--- src/rtl/pc_fetch_pkg.sv ---
// rtl/pc_fetch_pkg.sv - shared types and constants for the pc_fetch sequencer
package pc_pkg;

    typedef enum logic [1:0] {
        IDLE = 2'd0,
        RUN  = 2'd1,
        DONE = 2'd2
    } fetch_state_t;

    localparam int PC_W     = 10;
    localparam int PC_START = 0;
    localparam int CYC_W    = 16;

    // Saturating increment for the performance counter.
    function automatic logic [CYC_W-1:0] cyc_sat_inc(input logic [CYC_W-1:0] v);
        return (&v) ? v : v + CYC_W'(1);
    endfunction

endpackage

--- src/rtl/pc_fetch_if.sv ---
// rtl/pc_fetch_if.sv - control/branch inputs and PC/status outputs of pc_fetch (PC_FETCH_CYCLE_CNT_EN adds cycle_cnt)
interface pc_fetch_if #(
    parameter int D = pc_pkg::PC_W
);
    import pc_pkg::*;

    logic         start;
    logic         stall;
    logic         halt;
    logic         branch_en;
    logic         branch_taken;
    logic         jump_abs;
    logic [D-1:0] target;
    logic [D-1:0] prog_ctr;
    logic         running;
    logic         done;
`ifdef PC_FETCH_CYCLE_CNT_EN
    logic [CYC_W-1:0] cycle_cnt;

    modport master (
        output start, stall, halt, branch_en, branch_taken, jump_abs, target,
        input  prog_ctr, running, done, cycle_cnt
    );
    modport slave (
        input  start, stall, halt, branch_en, branch_taken, jump_abs, target,
        output prog_ctr, running, done, cycle_cnt
    );
`else
    modport master (
        output start, stall, halt, branch_en, branch_taken, jump_abs, target,
        input  prog_ctr, running, done
    );
    modport slave (
        input  start, stall, halt, branch_en, branch_taken, jump_abs, target,
        output prog_ctr, running, done
    );
`endif

endinterface

--- src/rtl/pc_fetch_next_calc.sv ---
// rtl/pc_fetch_next_calc.sv - next-PC arithmetic: sequential, absolute jump or PC-relative branch
module pc_next_calc
    import pc_pkg::*;
#(
    parameter int D = PC_W
) (
    input  logic [D-1:0] i_pc,
    input  logic [D-1:0] i_target,
    input  logic         i_jump_abs,
    input  logic         i_take,
    output logic [D-1:0] o_next_pc
);

    logic [D-1:0] w_seq_pc;
    logic [D-1:0] w_rel_pc;

    // D-bit truncation makes two's-complement offsets and 0x3FF+1 wrap for free.
    assign w_seq_pc = i_pc + D'(1);
    assign w_rel_pc = i_pc + i_target;

    always_comb begin
        o_next_pc = w_seq_pc;
        if (i_take) begin
            o_next_pc = i_jump_abs ? i_target : w_rel_pc;
        end
    end

endmodule

--- src/rtl/pc_fetch.sv ---
// rtl/pc_fetch.sv - program counter and IDLE/RUN/DONE fetch sequencer (PC_FETCH_CYCLE_CNT_EN adds cycle_cnt)
module pc_fetch
    import pc_pkg::*;
#(
    parameter int           D          = PC_W,
    parameter logic [D-1:0] START_ADDR = D'(PC_START)
) (
    input  logic     clk,
    input  logic     reset_n,
    pc_fetch_if.slave bus
);

    fetch_state_t r_state;
    logic [D-1:0] r_pc;
    logic         r_running;
    logic         r_done;
    logic [D-1:0] w_next_pc;
    logic         w_take;
`ifdef PC_FETCH_CYCLE_CNT_EN
    logic [CYC_W-1:0] r_cyc_cnt;
`endif

    assign w_take = bus.branch_en & bus.branch_taken;

    pc_next_calc #(.D(D)) u_next (
        .i_pc       (r_pc),
        .i_target   (bus.target),
        .i_jump_abs (bus.jump_abs),
        .i_take     (w_take),
        .o_next_pc  (w_next_pc)
    );

    always_ff @(posedge clk or negedge reset_n) begin
        if (!reset_n) begin
            r_state   <= IDLE;
            r_pc      <= '0;
            r_running <= 1'b0;
            r_done    <= 1'b0;
`ifdef PC_FETCH_CYCLE_CNT_EN
            r_cyc_cnt <= '0;
`endif
        end else begin
            case (r_state)
                IDLE, DONE: begin
                    if (bus.start) begin
                        r_state   <= RUN;
                        r_pc      <= START_ADDR;
                        r_running <= 1'b1;
                        r_done    <= 1'b0;
`ifdef PC_FETCH_CYCLE_CNT_EN
                        r_cyc_cnt <= '0;
`endif
                    end
                end
                RUN: begin
                    // A stalled cycle drops any halt/branch; the decoder re-presents it.
                    if (!bus.stall) begin
`ifdef PC_FETCH_CYCLE_CNT_EN
                        r_cyc_cnt <= cyc_sat_inc(r_cyc_cnt);
`endif
                        if (bus.halt) begin
                            r_state   <= DONE;
                            r_running <= 1'b0;
                            r_done    <= 1'b1;
                        end else begin
                            r_pc <= w_next_pc;
                        end
                    end
                end
                default: begin
                    r_state   <= IDLE;
                    r_running <= 1'b0;
                    r_done    <= 1'b0;
                end
            endcase
        end
    end

    assign bus.prog_ctr = r_pc;
    assign bus.running  = r_running;
    assign bus.done     = r_done;
`ifdef PC_FETCH_CYCLE_CNT_EN
    assign bus.cycle_cnt = r_cyc_cnt;
`endif

endmodule

--- src/flat_wrapper.sv ---
// flat-port wrapper written by rule: the top's interface ports become plain ports
module pc_fetch_flat import pc_pkg::*;
#(
    parameter int           D          = PC_W,
    parameter logic [D-1:0] START_ADDR = D'(PC_START)
)
  (clk, reset_n, bus_start, bus_stall, bus_halt, bus_branch_en, bus_branch_taken, bus_jump_abs, bus_target, bus_prog_ctr, bus_running, bus_done);
  pc_fetch_if #(.D(D)) bus_i ();
  input  logic clk;
  input  logic reset_n;
  input wire logic [$bits(bus_i.start)-1:0] bus_start;
  input wire logic [$bits(bus_i.stall)-1:0] bus_stall;
  input wire logic [$bits(bus_i.halt)-1:0] bus_halt;
  input wire logic [$bits(bus_i.branch_en)-1:0] bus_branch_en;
  input wire logic [$bits(bus_i.branch_taken)-1:0] bus_branch_taken;
  input wire logic [$bits(bus_i.jump_abs)-1:0] bus_jump_abs;
  input wire logic [$bits(bus_i.target)-1:0] bus_target;
  output wire logic [$bits(bus_i.prog_ctr)-1:0] bus_prog_ctr;
  output wire logic [$bits(bus_i.running)-1:0] bus_running;
  output wire logic [$bits(bus_i.done)-1:0] bus_done;
  assign bus_i.start = bus_start;
  assign bus_i.stall = bus_stall;
  assign bus_i.halt = bus_halt;
  assign bus_i.branch_en = bus_branch_en;
  assign bus_i.branch_taken = bus_branch_taken;
  assign bus_i.jump_abs = bus_jump_abs;
  assign bus_i.target = bus_target;
  assign bus_prog_ctr = bus_i.prog_ctr;
  assign bus_running = bus_i.running;
  assign bus_done = bus_i.done;
  pc_fetch #(.D(D), .START_ADDR(START_ADDR)) u_core (.clk(clk), .reset_n(reset_n), .bus(bus_i));
endmodule
--- config.mk ---
export PLATFORM = sky130hd
export DESIGN_NAME = pc_fetch_flat
export DESIGN_NICKNAME = d
export VERILOG_FILES = /design/src/rtl/pc_fetch_pkg.sv /design/src/rtl/pc_fetch_if.sv /design/src/rtl/pc_fetch_next_calc.sv /design/src/rtl/pc_fetch.sv /design/src/flat_wrapper.sv
export SDC_FILE = /design/constraint.sdc
export NUM_CORES = 1
export LEC_CHECK = 0
export CAP_MARGIN = 10
export CORE_MARGIN = 2
export CORE_UTILIZATION = 38
export CTS_CLUSTER_SIZE = 16
export DETAILED_ROUTE_END_ITERATION = 6
export GPL_TIMING_DRIVEN = 0
export SLEW_MARGIN = 10
export SYNTH_ARGS = -nofsm -noshare
export SYNTH_HDL_FRONTEND = slang
export SYNTH_SLANG_ARGS = --single-unit
export TNS_END_PERCENT = 30
--- constraint.sdc ---
create_clock -name clk -period 5.72 [get_ports clk]
set_clock_uncertainty 0.2 [all_clocks]
set_input_delay 1.144 -clock clk [delete_from_list [all_inputs] [get_ports clk]]
set_output_delay 1.144 -clock clk [all_outputs]
set_load 0.005 [all_outputs]
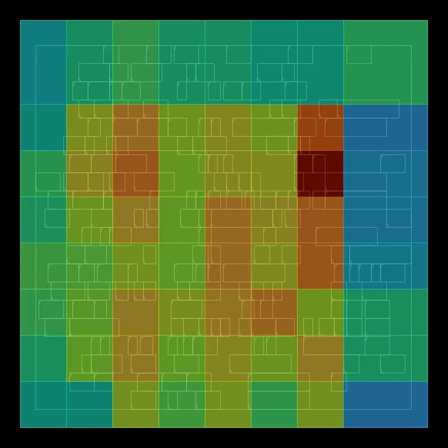
Figure 1: routing congestion map.
met3 Track Usage GR: 1.28%
gr busiest metal: met2
GRT Util Overall: 18.5%

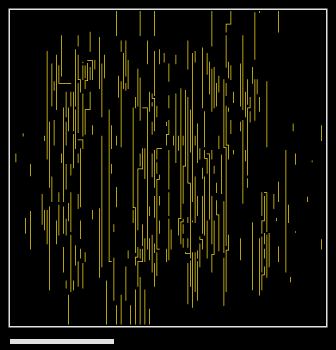
Figure 2: the metal 2 layer.
Bar = 20 µm.
wire length on this layer: 1550 µm
nets with wire on the layer: 174

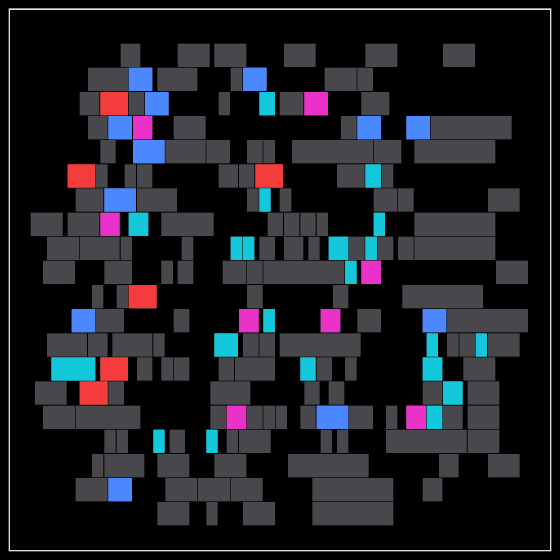
Figure 3: gate families picked out.
[red] XOR/XNOR gates | cells: 6
[blue] AND-OR and OR-AND gates | cells: 12 | most used: a21o_1
[cyan] NOR gates | cells: 21 | most used: nor2_1
[magenta] AND and OR gates | cells: 8 | most used: and3_1

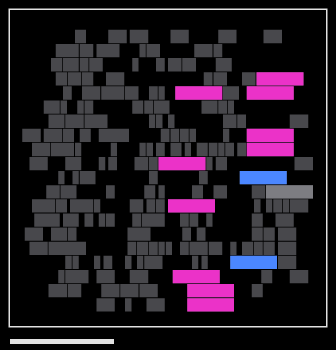
Figure 4: sequential cells grouped by signal name.
Bar = 20 µm. Other sequential cells in the stronger grey, the rest of the logic in the fainter grey.
[magenta] u_core.bus.prog_ctr | flops: 10
[blue] u_core.r_state | flops: 2

## where the power goes
part	switching (W)	total, W	internal, W
logic	0.000107	0.000225	0.000118
clock network	0.0000296	0.0000566	0.0000270
registers	0.0000407	0.000158	0.000117
## final timing paths
kind	depth (start not counted)	slack, ns	to
min in group asynchronous	1	1.04	u_core.r_state[1]$_DFFE_PN0P_
max in group asynchronous	1	3.89	u_core.bus.prog_ctr[8]$_DFFE_PN0P_
max	11	2.27	u_core.bus.prog_ctr[8]$_DFFE_PN0P_
min reg2reg	1	0.33	u_core.bus.running$_DFFE_PN0P_
min	1	0.33	u_core.bus.running$_DFFE_PN0P_
max reg2reg	10	3.06	u_core.bus.prog_ctr[8]$_DFFE_PN0P_
## final cells by class
cell class                 count  area [µm²]
tap                           44        55.1
inverter                       7        26.3
fill                         319        1460
multi-input combinational    131         861
sequential                    13         325
clock buffer                   4        26.3
buffer                         4        16.3
timing repair buffer          28         280
## worst register-to-register path: stages, from the launching register on
cell,delay [ns]
dfrtp_1,0.46
ha_1,0.26
inv_1,0.07
fa_1,0.24
nor2b_4,0.06
o21ai_2,0.14
a21oi_2,0.09
o311a_1,0.34
or3_1,0.35
a211oi_1,0.24
o21ai_1,0.08
## state kept, by name, indices dropped and copies added, names as in the netlist
name	flops
u_core.bus.running	1
u_core.r_state	2
u_core.bus.prog_ctr	10
## layer usage
metal	global-route usage, %	vias to the layer above	wire [µm]
met5	0	-	0
met4	6.52	0	23
met3	1.28	2	79
li1	-	636	-
met2	31.6	24	1550
met1	24.7	588	1550
## cell usage in the layout, fill, tap and decap left out, types with 2 or more instances in the layout
cell type and instances:
nand2_1 18, mux2i_1 2, clkdlybuf4s50_1 28, nor2_1 11, o21ai_0 18, xor2_1 3, nand2b_1 3, xnor2_1 3
a21oi_1 8, or3_1 2, dfrtp_1 13, a21o_1 8, nor4_1 2, a31oi_1 4, inv_1 7, ha_1 10
nand4_1 2, clkbuf_4 3, nor2b_1 2, and3_1 3, nand3_1 6, clkbuf_1 4, nor3_1 4, a21oi_2 2
## stage by stage
stage | instance area, µm² | setup WS [ns] | std cells | total power, W
global placement | 1560 | 1.99 | 227 | 0.000379
CTS | 1590 | 2.28 | 231 | 0.000443
detailed placement | 1560 | 1.99 | 227 | 0.000385
floorplan | 1230 | 2.57 | 155 | 0.000287
global route | 1590 | 2.17 | 231 | 0.000478
finish | 1590 | 2.27 | 231 | 0.000439
## kinds of logic (layout without fill, tap and decap cells)
| family | count (synthesis) | in the layout | share of synthesized area [%] |
|---|---|---|---|
| xor gates and xnor gates | 6 | 6 | 4.28 |
| adders and majority gates | 11 | 11 | 11.8 |
| and+or+nand+nor | 59 | 59 | 24.1 |
| buffers and inverters | 11 | 43 | 3.46 |
| muxes | 2 | 2 | 1.63 |
| DFF | 13 | 13 | 26.5 |
| AOI/OAI and AO/OA | 53 | 53 | 28.2 |
==> qor.yml <==
outcome:
  status: "finished, final reports clean"
synth:
  syn_area_um2: 1230
  ys_seq_share_pct: 26.5
  fp_nets: 184
  ys_area_um2: 1230
  top_area_cell: "dfrtp_1"
  enable_flop_cells: 0
  area_leaders: "dfrtp_1 26%, ha_1 10%, o21ai_0 7.3%"
  ys_types: 43
  avgSynthCellArea_um2: 7.93
critical_path:
  endpoint_kind: "flop"
  path_buffers: 2
  crit_fanout: 3
  cp_slowest_cell: "clkdlybuf4s50_1"
  critPathRequiredTime_ns: 5.68
  cpLargestDelayFamily: "AND-OR/OR-AND gates"
clock_network:
  numCtsBuffers: 3
  htree_levels: 1
  clk_pin_slew_ns: 0.08
  ctsResizeCount: 0
  root_buffer: "clkbuf_4"
  clk_latency_ns: 0.27
place:
  gp_congestion: 0.784
  portBuffers: 28
global_routing:
  grt_pass1_vias: 1171
  antenna_found_initial: 0
  grt_max_degree: 14
final_timing:
  drv_slew: 0
  hold_viol: 0
  worst_pin_slew_ns: 0.821
route:
  drt-pass1-iter-count: 4
  num_vias: 1250
cells_and_area:
  drive_above_1_share_pct: 5.35
  syn_to_final_growth_pct: 29.4
die:
  placementRows: 20
  die_w_um: 60.9
  initCoreUtil_pct: 40.2
job:
  drv_cap: 0
power_and_ir_drop:
  vdd.ir_drop.worst_uv: 102
Power is estimated from default activity; no workload was simulated.
